`config.mk`:
```
export PLATFORM = sky130hd
export DESIGN_NAME = puck_trail_display
export DESIGN_NICKNAME = d
export VERILOG_FILES = /design/src/rtl/puck_trail_display.sv
export SDC_FILE = /design/constraint.sdc
export NUM_CORES = 1
export LEC_CHECK = 0
export CORE_MARGIN = 5
export CORE_UTILIZATION = 28
export DETAILED_ROUTE_END_ITERATION = 7
export GPL_ROUTABILITY_DRIVEN = 0
export GPL_TIMING_DRIVEN = 0
export SKIP_CTS_REPAIR_TIMING = 1
export SYNTH_ARGS = -nofsm -noshare
export SYNTH_HDL_FRONTEND = slang
export SYNTH_SLANG_ARGS = --single-unit
```
`constraint.sdc`:
```
create_clock -name clk -period 2.58 [get_ports clk]
set_clock_uncertainty 0.2 [all_clocks]
set_input_delay 0.258 -clock clk [delete_from_list [all_inputs] [get_ports clk]]
set_output_delay 0.258 -clock clk [all_outputs]
set_load 0.05 [all_outputs]
```
`src/rtl/puck_trail_display.sv`:
```
// Puck trail display: keeps the last four distinct puck positions and
// shows them on a 5-LED X bar and an 8-digit multiplexed 7-segment display.
module puck_trail_display #(
    parameter int unsigned SCAN_DIV = 50000
) (
    input  logic       clk,
    input  logic       rst,
    input  logic       clr,
    input  logic [2:0] X_COORD,
    input  logic [2:0] Y_COORD,
    output logic       MOVED,
    output logic [4:0] LEDX,
    output logic [7:0] AN,
    output logic [6:0] SEG
);

    localparam logic [19:0] DIV_LAST = 20'(SCAN_DIV - 1);
    localparam logic [2:0]  MAX_CNT  = 3'd4;
    localparam logic [6:0]  BLANK    = 7'h7F;

    logic [3:0][5:0] hist;
    logic [2:0]      count;
    logic [19:0]     div_cnt;
    logic [2:0]      idx;

    logic            in_range;
    logic            same_pos;
    logic            capture;

    logic [1:0]      k;
    logic [5:0]      ent;
    logic [2:0]      nib;
    logic            blank;
    logic [6:0]      seg_next;

    function automatic logic [6:0] seg_decode(input logic [2:0] v);
        logic [6:0] s;
        case (v)
            3'd0:    s = 7'b1000000;
            3'd1:    s = 7'b1111001;
            3'd2:    s = 7'b0100100;
            3'd3:    s = 7'b0110000;
            3'd4:    s = 7'b0011001;
            default: s = BLANK;
        endcase
        return s;
    endfunction

    // Upstream coordinates are registered, so the h0 compare is combinational.
    always_comb begin
        in_range = (X_COORD <= 3'd4) && (Y_COORD <= 3'd4);
        same_pos = ({X_COORD, Y_COORD} == hist[0]);
        capture  = in_range && ((count == 3'd0) || !same_pos);
    end

    always_ff @(posedge clk or posedge rst) begin
        if (rst) begin
            hist  <= '0;
            count <= '0;
            MOVED <= 1'b0;
            LEDX  <= '0;
        end else if (clr) begin
            hist  <= '0;
            count <= '0;
            MOVED <= 1'b0;
            LEDX  <= '0;
        end else begin
            MOVED <= capture;
            if (capture) begin
                hist  <= {hist[2:0], X_COORD, Y_COORD};
                count <= (count == MAX_CNT) ? MAX_CNT : count + 3'd1;
                LEDX  <= 5'b00001 << X_COORD;
            end
        end
    end

    // Scan timing runs independently of clr.
    always_ff @(posedge clk or posedge rst) begin
        if (rst) begin
            div_cnt <= '0;
            idx     <= '0;
        end else if (div_cnt == DIV_LAST) begin
            div_cnt <= '0;
            idx     <= idx + 3'd1;
        end else begin
            div_cnt <= div_cnt + 20'd1;
        end
    end

    // Digit pair k shows entry k: even digit y, odd digit x.
    always_comb begin
        k        = idx[2:1];
        ent      = hist[k];
        nib      = idx[0] ? ent[5:3] : ent[2:0];
        blank    = ({1'b0, k} >= count);
        seg_next = blank ? BLANK : seg_decode(nib);
    end

    always_ff @(posedge clk or posedge rst) begin
        if (rst) begin
            AN  <= 8'hFF;
            SEG <= BLANK;
        end else begin
            AN  <= ~(8'h01 << idx);
            SEG <= seg_next;
        end
    end

endmodule

```
**Run 1: cells by drive strength**

Scale bar: 20 um.
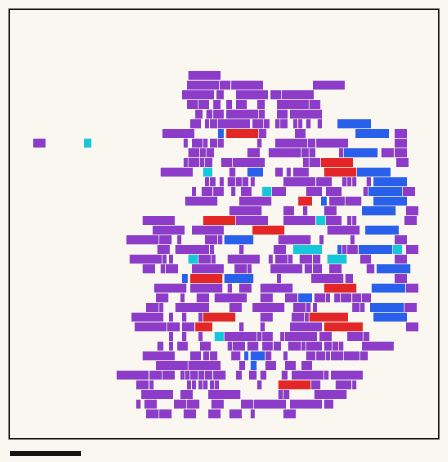
[_2 cells] blue | cells: 25 | share: 7.2% | most used: dfstp_2
[_6 and larger] red | cells: 13 | share: 3.7% | most used: clkbuf_16
[_3 and _4 cells] cyan | cells: 9 | share: 2.6% | most used: buf_4
[_0 and _1 cells] purple | cells: 302 | share: 87% | most used: dfrtp_1
final critical-path setup slack: 0.325 ns
Signal buffers: 40
synthesis-to-finish area growth: 23.2%
design area: 4200 um^2

**Run 1: routed clock nets over the placement**

Scale bar: 20 um.
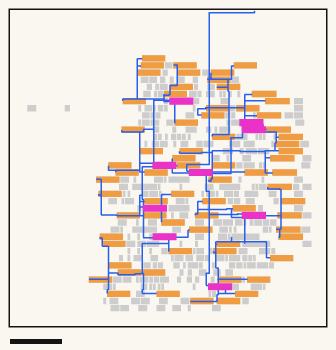
[clock wires] blue | length: 925 um
[clock drivers] magenta | count: 9
[flip-flops] orange | count: 70
routed clock nets: 10

**Run 1: the clock network**

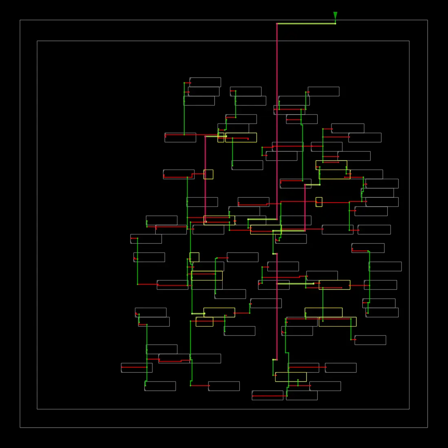
clkbuf count: 10
Num CTS Buffers: 9
total number of clock tree sinks: 70

**Run 1: layout detail**

Window x 75 to 105, y 15 to 45 um. Cells in gray, sequential cells in the stronger gray; small squares are vias.
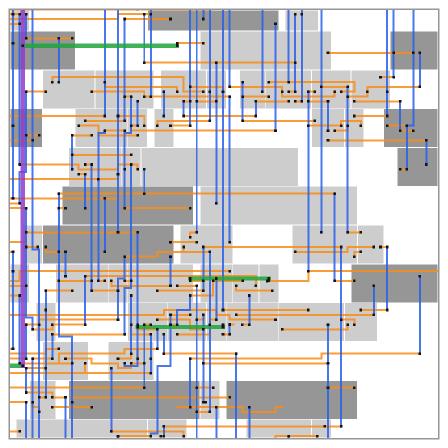
[metal 2] blue
[metal 4] purple
[metal 3] green
[metal 1] orange
sequential cells in the window: 6
most frequent: nand2_1 (7), mux2i_1 (6), dfrtp_1 (6)
netlist names of flops here include: hist (4), count (2)
cells with their middle in the window: 48

[run 1: cells by family (layout without fill, tap and decap cells)]
kind of cell,count (synthesis),count (layout),share of synthesized area
xor+xnor,25,25,0.0641
mux,40,40,0.140
flops,70,70,0.518
simple gates,110,110,0.153
buf+inv,24,68,0.0337
fa+ha+maj,11,11,0.0403
compound gates,25,25,0.0502
[run 1: cells in the mapped netlist (all sizes together) (3+ instances only)]
master   n  area, um^2
a21oi    3        15.0
and3     3        18.8
and4     3        26.3
buf      7        51.3
clkbuf   5        18.8
dfrtp   56        1400
dfstp   14         368
ha      11         138
inv     12        45.1
mux2     3        37.5
mux2i   33         343
mux4     4        97.6
nand2   50         188
nand2b   4        25.0
nand3   10        50.1
nand4    5        31.3
nor2    16        60.1
nor2b    5        31.3
nor3     4        20.0
nor4     5        37.5
o211ai   3        22.5
o21ai    7        35.0
xnor2   21         184
xor2     4        35.0
[run 1: state kept, by name (all words and copies together) (netlist names)]
register  flops
MOVED         1
div_cnt      20
idx           3
AN            8
hist         24
count         3
SEG           6
LEDX          5
[run 1: stage by stage]
| step | setup TNS, ns | power [mW] |
|---|---|---|
| detailed placement | 0 | 1.45 |
| floorplan | 0 | 1.36 |
| finish | 0 | 2.75 |
| global placement | -50.04 | 1.44 |
| global route | 0 | 2.86 |
| CTS | 0 | 2.79 |
[run 1: power by group through the flow]
| stage | logic [mW] | clock network, mW | registers, mW |
|---|---|---|---|
| final | 0.275 | 1.32 | 1.15 |
| after global routing | 0.300 | 1.41 | 1.16 |
| after CTS | 0.279 | 1.35 | 1.15 |
| after detailed placement | 0.277 | 0 | 1.17 |
| after global placement | 0.275 | 0 | 1.17 |
| after floorplan | 0.141 | 0 | 1.22 |
[run 1: layout by cell type (no fill, tap or decap), drive strengths merged, types with 5 or more instances in the layout]
cell and instances:
dfstp 14, o21ai 7, nand2 50, clkbuf 15, xnor2 21, nor2 16, nand4 5, clkdlybuf4s50 28
nor4 5, inv 12, mux2i 33, dfrtp 56, nand3 10, ha 11, buf 7, nor2b 5
[run 1: layout make-up]
type                    count  share of cell area
multi-input cells         211               0.364
clock buffers              10              0.0568
well taps                 147              0.0437
repair buffers             28              0.0667
plain buffers              12              0.0167
inverters                  12              0.0113
clock inverters             6              0.0202
flip-flops and latches     70               0.421
[run 1: metal layers]
metal	global-route usage	up-vias	wire, um
met2	0.152	39	3090
met1	0.139	1153	3380
met3	0.0178	11	162
met5	0	-	0
li1	-	1137	-
met4	0.0574	0	142
[run 1: worst min-delay path by stage]
| stage | from | endpoint | slack (ns) | cells past startpoint |
|---|---|---|---|---|
| after floorplan | Y_COORD[1] | hist[1] | 0.20 | 2 |
| after global placement | div_cnt[19] | div_cnt[19] | 0.27 | 1 |
| after detailed placement | div_cnt[19] | div_cnt[19] | 0.27 | 1 |
| after CTS | clr | MOVED | 0.09 | 2 |
| after global routing | clr | MOVED | 0.14 | 2 |
| final | clr | MOVED | 0.09 | 2 |
==> commit_impl_results.txt, run 1 <==
Add synthesis and place-and-route results

- DP Cell Count: 480
- Max FO, Critical Path: 10
- The worst-case IR drop observed on VDD is about 0.29 mV.
* Crit path launch: X_COORD[0]
- Clock network power share: 0.481
* Endpoint class of the critical path: flop
- Post-layout period usage of the worst path: 0.874
- Outcome: complete, no violations
- Final hold violations: 0
* Ys Warns: 0
* Capture instance of the worst register-to-register path: hist[16]
- TritonCTS built the clock tree.
- In this run the full chip footprint comes out at around 14000 um^2.
- Non-filler instance count after layout: 496
* Post-layout nets: roughly 360
* Total area of multi-input combinational cells: about 1500 um^2
* Height of the die: 120 um
- The via count of the first global-routing pass is 2428.
* Number of DRC violations after detailed-routing iteration 0: 106
- The number of antenna violations at the first check in global routing was 0.
* Root Driver: clkbuf_16
- In this run the horizontal extent of the chip is 120 um.
- Headroom to the max-slew limit: 0.422
- Worst EP arrival: 2.30 ns
* FF-to-FF path depth: 7
- The first global-routing pass estimated between 10000 and 15000 um of wire.
- Kind of cell adding the most delay to the critical path: buffers and inverters
- The power report puts the leakage power at 1.79 nW.
- The synthesis report names the predominant flop master as dfrtp_1.
- Worst reg2reg path startpoint: count[0]
* Antenna fix cells: 0
- Part of the total power dissipated in combinational logic: 0.100
* Slew at the pin closest to its max-slew limit: between 0.8 and 0.9 ns
- Via Count: approximately 2300
* Yosys chip area: ~3400 um^2
- Post-synthesis instance area: 3410 um^2
* Finished Core Util: 0.351
- Sw frac: 0.235
* Syn_area_per_cell: 11.2 um^2
==> run 1 -> run 2 <==
--- a/config.mk
+++ b/config.mk
@@ -10,6 +10,8 @@
 export DETAILED_ROUTE_END_ITERATION = 7
 export GPL_ROUTABILITY_DRIVEN = 0
 export GPL_TIMING_DRIVEN = 0
+export PLACE_DENSITY = 0.46
+export RECOVER_POWER = 50
 export SKIP_CTS_REPAIR_TIMING = 1
 export SYNTH_ARGS = -nofsm -noshare
 export SYNTH_HDL_FRONTEND = slang
**Run 2: routed clock nets over the placement**

Scale bar: 20 um.
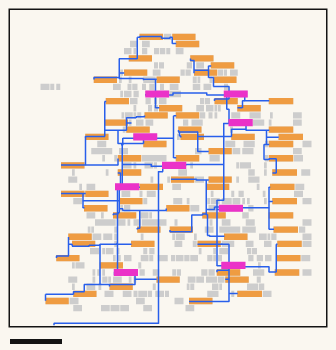
[flip-flops] orange | count: 70
[clock drivers] magenta | count: 9
[clock wires] blue | length: 1040 um
routed clock nets: 10
power of the clock network: 1.14 mW
clock network power share: 0.444

==> commit_impl_results.txt, run 2 <==
Add synthesis and place-and-route results

- Summing all multi-input logic gate instances after layout gives approximately 1500 um^2.
- Post-layout nets: 365
- According to the Yosys statistics, the synthesized design has a chip area of 3410 um^2.
- Post-synthesis instance area: roughly 3400 um^2
* Height of the die: 120 um
- Hold-check failures listed in the final report amount to 0.
- Source of the worst hold timing path: clr
* Wire length of the first global-routing pass: 12200 um
- Clock tree synthesis inserted a total of 9 buffers.
- The max-slew check reports its worst relative slack as -0.0633.
- Outcome: complete, but fails checks
- The checks that failed: capacitance limit, slew limit.
* Cell accounting for the most synthesized area: dfrtp_1
* Slew at the pin closest to its max-slew limit: 1.59 ns
* Number of global-route vias before repair: 2316
- Counting every sink on the clock net gives 70.
- Root Driver: clkbuf_16
- The chip occupies about 14000 um^2.
- Dominant flop cell: dfrtp_1
- Via Count: 2346
- The most common logic cell in the final layout is dfrtp_1.
* TritonCTS clock tree: built
- Largest regs: hist: 24 flops, div_cnt: 20 flops, AN: 8 flops
* Proportion of netlist area held by the largest area contributor: 0.411
- Post-layout period usage of the worst path: 0.860
- hist holds more flip-flops than any other register.
- Antenna fix cells: 0
* Count of maximum capacitance violations: 1
- VDD sags by at most 0.209 mV.
- Endpoint class of the critical path: flop
* Crit path launch: X_COORD[0]
- The register with the most flip-flops in the layout has 24 of them.
- The number of antenna violations at the first check in global routing was 0.
- Number of slew-limit violations in the final report: about 71
- Number of DRC violations after detailed-routing iteration 0: 117
**Run 2: the clock network**

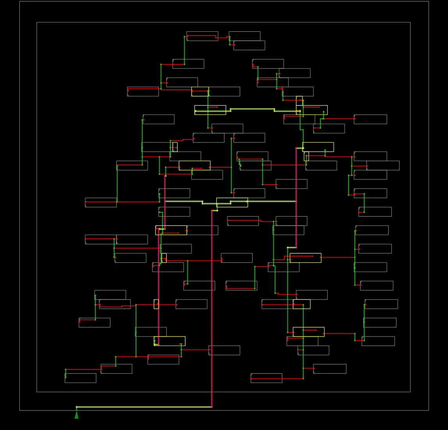
Skew-Pair Late Insertion Delay: 0.33 ns
clkbuf count: 15
FF+latch count: 70

run 2: logic make-up (layout without fill, tap and decap cells):
family | Yosys count | count (layout) | share of synthesized area
flip-flops | 70 | 70 | 0.518
AND/OR/NAND/NOR | 110 | 110 | 0.153
XOR/XNOR | 25 | 25 | 0.0641
adder cells (fa/ha/maj) | 11 | 11 | 0.0403
multiplexers | 40 | 40 | 0.140
AND-OR/OR-AND | 25 | 25 | 0.0502
buffers and inverters | 24 | 69 | 0.0337
run 2: per-stage QoR:
step,TNS [ns],instance area (um^2),instances
floorplan,0,3410,305
global placement,-59.05,3880,480
detailed placement,-0.00563,3910,481
CTS,0,4180,497
global route,0,4160,497
finish,0,4160,497
run 2: report_power, final:
group          switching (mW)  internal [mW]  leakage, nW  total, mW
registers              0.0159           1.14        0.908       1.15
clock network           0.438          0.703        0.134       1.14
logic                   0.178         0.0994        0.728      0.277
total                   0.632           1.94         1.77       2.57
run 2: cell type report:
cell class | count | share of cell area
buffer | 12 | 0.0169
tap | 147 | 0.0443
clock buffer | 15 | 0.0644
timing repair buffer | 29 | 0.0686
clock inverter | 1 | 0.00120
multi-input combinational | 211 | 0.368
sequential | 70 | 0.426
inverter | 12 | 0.0111
run 2: worst paths after layout:
check	to	cells after the start
worst max register to register	hist[6]	7
worst min register to register	div_cnt[19]	1
min in group asynchronous	div_cnt[14]	3
max in group asynchronous	div_cnt[7]	3
worst min-delay path	MOVED	2
worst max-delay path	hist[6]	6
run 2: critical path, delay by kind of cell:
family	cells	cell delay, ns
simple gates	1	0.32
compound gates	2	0.62
buf+inv	2	0.85
mux	1	0.22
run 2: per-layer routing:
layer / part of all wire / vias up / global-route usage
met1: 0.50 / 1168 / 0.152
met2: 0.46 / 29 / 0.159
li1: - / 1139 / -
met4: 0.019 / 0 / 0.0531
met5: 0 / - / 0
met3: 0.026 / 10 / 0.0239
Power figures rest on the tool's default switching activity, not on a simulated workload.
